Design mips_run_ctrl, sky130hd; sources not shown.
run_1/port_trees.png
Scale: 2 px per µm.
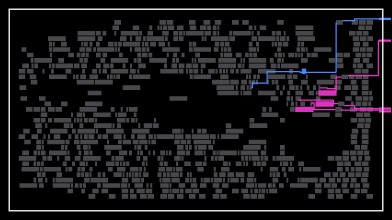
legend:
  blue:
    port: cmd_ready
    direction: output
    end_cells: 1
    wire: 96.3 µm
  magenta:
    port: halt_cause
    direction: output
    end_cells: 3
    wire: 131 µm
IO Count: 175
number of port buffers: 174

run_1/m1.png
Scale: 3 px per µm. Supply wires on this layer in grey.
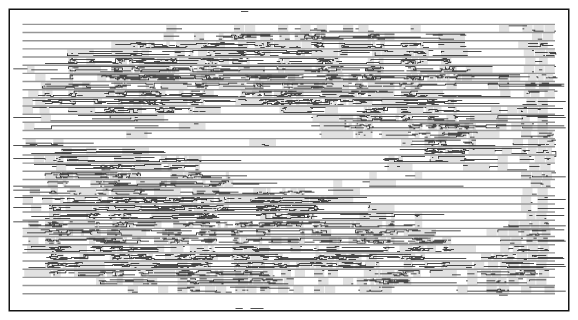
wire length on this layer: 9,310 µm
share of all routed wire: 52%
main direction: horizontal
nets with wire on the layer: 886
longest straight run: 44.6 µm
aggregate routed wire length: 17.8 mm
Via Count: 5,510
M1 GR Usage: 30.2%

run_1/placed.png
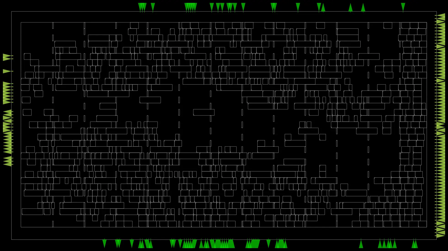
Well Taps: 210
# fillers: 1,512

==> results.txt, run 1 <==
Sequential portion of the cell area = 23.9%
Post-detail-place hpwl = 14.4 mm
Final Max Tran Viols = 0
Achievable frequency = 225 MHz
Worst Max-Slew Pin Slew = 1.02 ns
TritonCTS clock tree = yes
Area post-placement = 7420 µm²
Area delta synth->final = 42.3%
Pin count of the biggest net entering global routing = 41
Leading power group = combinational cells
Count of library flops with an enable pin = 0
Detailed-route DRC error count = 0
Clock tree root driver cell = sky130_fd_sc_hd__clkbuf_16
Multi-input gate count = 506
Post-cts resize count = 7
Core area = 15,900 µm²
Worst setup path category = input port to primary output
Net count of the finished layout = 989
Adder Share, Synth = 8.51%
Fin util = 48.6%
Async set-or-reset flop fraction in the synthesized netlist = 100%
Logic gate fraction of the total cell area = 43.2%
Number of synthesized register bits = 74
Critical Path Sink Type = primary output
Routed wire per std cell = 17.2 µm
Post-route fraction of the period consumed by the critical path = 96.5%
Total combinational power = 1.23 mW
Dominant logic cell type in the layout = sky130_fd_sc_hd__clkdlybuf4s50_1
Internal Power = 1.72 mW
Cell group occupying the most layout area = multi-input combinational cells
Critical-path cell list = clkdlybuf4s50_1, ha_1, nand2b_1, a2111oi_1, o311a_1, o22ai_2, nor4b_4, buf_6, buf_4
Worst min path class = flop to flop
Most frequent cells after synthesis = sky130_fd_sc_hd__dfrtp_1 (74), sky130_fd_sc_hd__xor2_1 (68), sky130_fd_sc_hd__nand2_1 (63)
Cell type contributing the most total cell area after synthesis = sky130_fd_sc_hd__dfrtp_1
Number of distinct standard cells referenced by the synthesized netlist = 55
Vertical die size = 100 µm
Final ANT Viol Nets = 0
Met3 usage = 4.89%
Met3 Wirelength = 1.76 mm
RSZ-0062 raised after global routing = false
Outcome = finished clean
Gr usage total = 18.5%
Setup ws final = 0.162 ns
Layout Skew = 0.0116 ns
Die W = 186 µm
Wire length of the first global-routing pass = 27.6 mm
Worst vdd ir = 0.212 mV
Starting density of the core = 34.1%
Master of the slowest instance on the critical path = sky130_fd_sc_hd__clkdlybuf4s50_1
Ys flop type = sky130_fd_sc_hd__dfrtp_1
Cell count after synthesis = 648
Via-per-instance ratio = 5.33
Fraction of synthesized cell area taken by the top area cell type = 34.0%
Number of antenna violations at the first check in global routing = 0
Cell count listed in synth_stat.txt = 648
Sum of negative setup slack = 0 ns
Fin Hold WS = 0.516 ns
Number of buffers on the longest clock path = 2
Max-cap violations = 0
Buffer and inverter count on the worst path = 3
Portion of the layout cell area used by non-clock buffers = 23.6%
Hold buffer count at cts = 0
Overflow left after global routing = 0
Design Power = 2.99 mW
Clock slew at the register clock pins of the worst setup and hold paths = 0.06 ns
Number of warnings in the stage logs = 28
Clock buffer count in the final layout = 10
==> run 2, diff against run 1 <==
CAP_MARGIN = 20   (was default)
run_2/m1.png
Scale: 3 px per µm. Supply wires on this layer in grey.
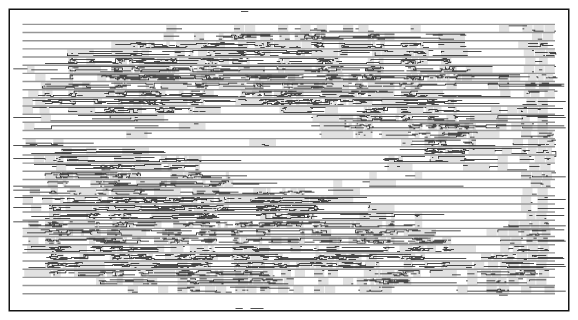
main direction: horizontal
nets with wire on the layer: 886
longest straight run: 44.6 µm
wire length on this layer: 9,310 µm
share of all routed wire: 52%

==> run 2 against run 1 <==
  * Cell count did not move
  * Power unchanged
  * Via count unchanged
  * Routed wire length unchanged
  * Synthesized area stayed put
  * Register-to-register slack barely moved
  * Worst setup slack stayed put
  * Synthesized cell count unchanged
  * Worst hold slack unchanged
==> results.txt, run 2 <==
Outcome = finished clean (unchanged)
# fillers = 1,512 (unchanged)
Total combinational power = 1.23 mW (about the same)
Die W = 186 µm (unchanged)
Critical-path cell list = clkdlybuf4s50_1, ha_1, nand2b_1, a2111oi_1, o311a_1, o22ai_2, nor4b_4, buf_6, buf_4 (unchanged)
Well Taps = 210 (unchanged)
Non-clock buffer count in the final layout = 184 (unchanged)
Hold buffer count at cts = 0 (unchanged)
Busiest layer in global routing = met1 (unchanged)
Detailed-route DRC error count = 0 (unchanged)
Master of the slowest instance on the critical path = sky130_fd_sc_hd__clkdlybuf4s50_1 (unchanged)
Via Count = 5,510 (unchanged)
Post-cts resize count = 7 (unchanged)
Dominant logic cell type in the layout = sky130_fd_sc_hd__clkdlybuf4s50_1 (unchanged)
Placed cell count = 1,014 (unchanged)
Number of warnings in the stage logs = 28 (unchanged)
Switching power = 1.27 mW (unchanged)
Worst vdd ir = 0.212 mV (unchanged)
Cell count after synthesis = 648 (unchanged)
Area post-placement = 7420 µm² (unchanged)
Count of library flops with an enable pin = 0 (unchanged)
Area delta synth->final = 42.3% (unchanged)
Clock tree root driver cell = sky130_fd_sc_hd__clkbuf_16 (unchanged)
Net count of the finished layout = 989 (unchanged)
Post-route fraction of the period consumed by the critical path = 96.5% (unchanged)
Worst setup path category = input port to primary output (unchanged)
Fraction of synthesized cell area taken by the top area cell type = 34.0% (unchanged)
Number of synthesized register bits = 74 (unchanged)
Pin count of the biggest net entering global routing = 41 (unchanged)
Internal Power = 1.72 mW (unchanged)
Achievable frequency = 225 MHz (unchanged)
Met3 usage = 4.89% (unchanged)
Final Max Tran Viols = 0 (unchanged)
Async set-or-reset flop fraction in the synthesized netlist = 100% (unchanged)
Most frequent cells after synthesis = sky130_fd_sc_hd__dfrtp_1 (74), sky130_fd_sc_hd__xor2_1 (68), sky130_fd_sc_hd__nand2_1 (63) (unchanged)
Post-detail-place hpwl = 14.4 mm (unchanged)
Clock buffer count in the final layout = 10 (unchanged)
Number of distinct standard cells referenced by the synthesized netlist = 55 (unchanged)
Cell group occupying the most layout area = multi-input combinational cells (unchanged)
Worst min path class = flop to flop (unchanged)
Layout Skew = 0.0116 ns (unchanged)
Sequential portion of the cell area = 23.9% (unchanged)
Leading power group = combinational cells (unchanged)
TritonCTS clock tree = yes (unchanged)
Final ANT Viol Nets = 0 (unchanged)
Ys flop type = sky130_fd_sc_hd__dfrtp_1 (unchanged)
Met3 Wirelength = 1.76 mm (unchanged)
M1 GR Usage = 30.2% (unchanged)
Setup ws final = 0.162 ns (unchanged)
Worst Max-Slew Pin Slew = 1.02 ns (unchanged)
Design Power = 2.99 mW (unchanged)
Final Hold Fails = 0 (unchanged)
Multi-input gate count = 506 (unchanged)
Sum of negative setup slack = 0 ns (unchanged)
Number of antenna violations at the first check in global routing = 0 (unchanged)
Gr usage total = 18.5% (unchanged)
Synthesis area per yosys = 5440 µm² (unchanged)
Overflow left after global routing = 0 (unchanged)
Aggregate routed wire length = 17.8 mm (unchanged)
IO Count = 175 (unchanged)
Fin Hold WS = 0.516 ns (unchanged)
Adder Share, Synth = 8.51% (unchanged)
Critical Path Sink Type = primary output (unchanged)
Wire length of the first global-routing pass = 27.6 mm (unchanged)
Max-cap violations = 0 (unchanged)
Routed wire per std cell = 17.2 µm (unchanged)
Diodes inserted = 0 (unchanged)
Cell with the most instances after synthesis = sky130_fd_sc_hd__dfrtp_1 (unchanged)
Number of port buffers = 174 (unchanged)
Clock slew at the register clock pins of the worst setup and hold paths = 0.06 ns (about the same)
Number of buffers on the longest clock path = 2 (unchanged)
Fraction of area in clock buffers and inverters = 3.81% (unchanged)
Vertical die size = 100 µm (unchanged)
Cell type contributing the most total cell area after synthesis = sky130_fd_sc_hd__dfrtp_1 (unchanged)
Cell count listed in synth_stat.txt = 648 (unchanged)
run_2/util_map.png
Scale: 3 px per µm. The die is cut into 19 by 10 equal tiles; dark blue is low, red is high, 0 to 100% covered.
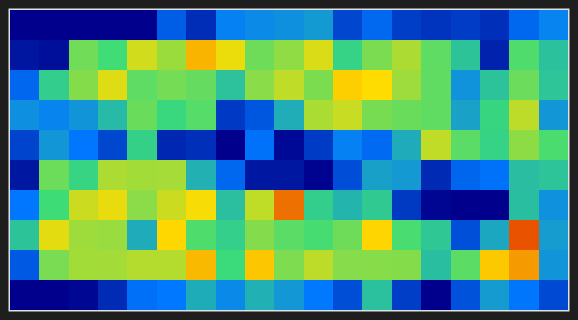
tiles over 75% full: 5.3%
emptiest ninth of the die: centre
fullest tile: 91%
mean over tiles: 40%
nearly empty tiles: 7.9%
core area: 15,900 µm²
fin util: 48.6%
starting density of the core: 34.1%

Power is estimated from default activity; no workload was simulated.
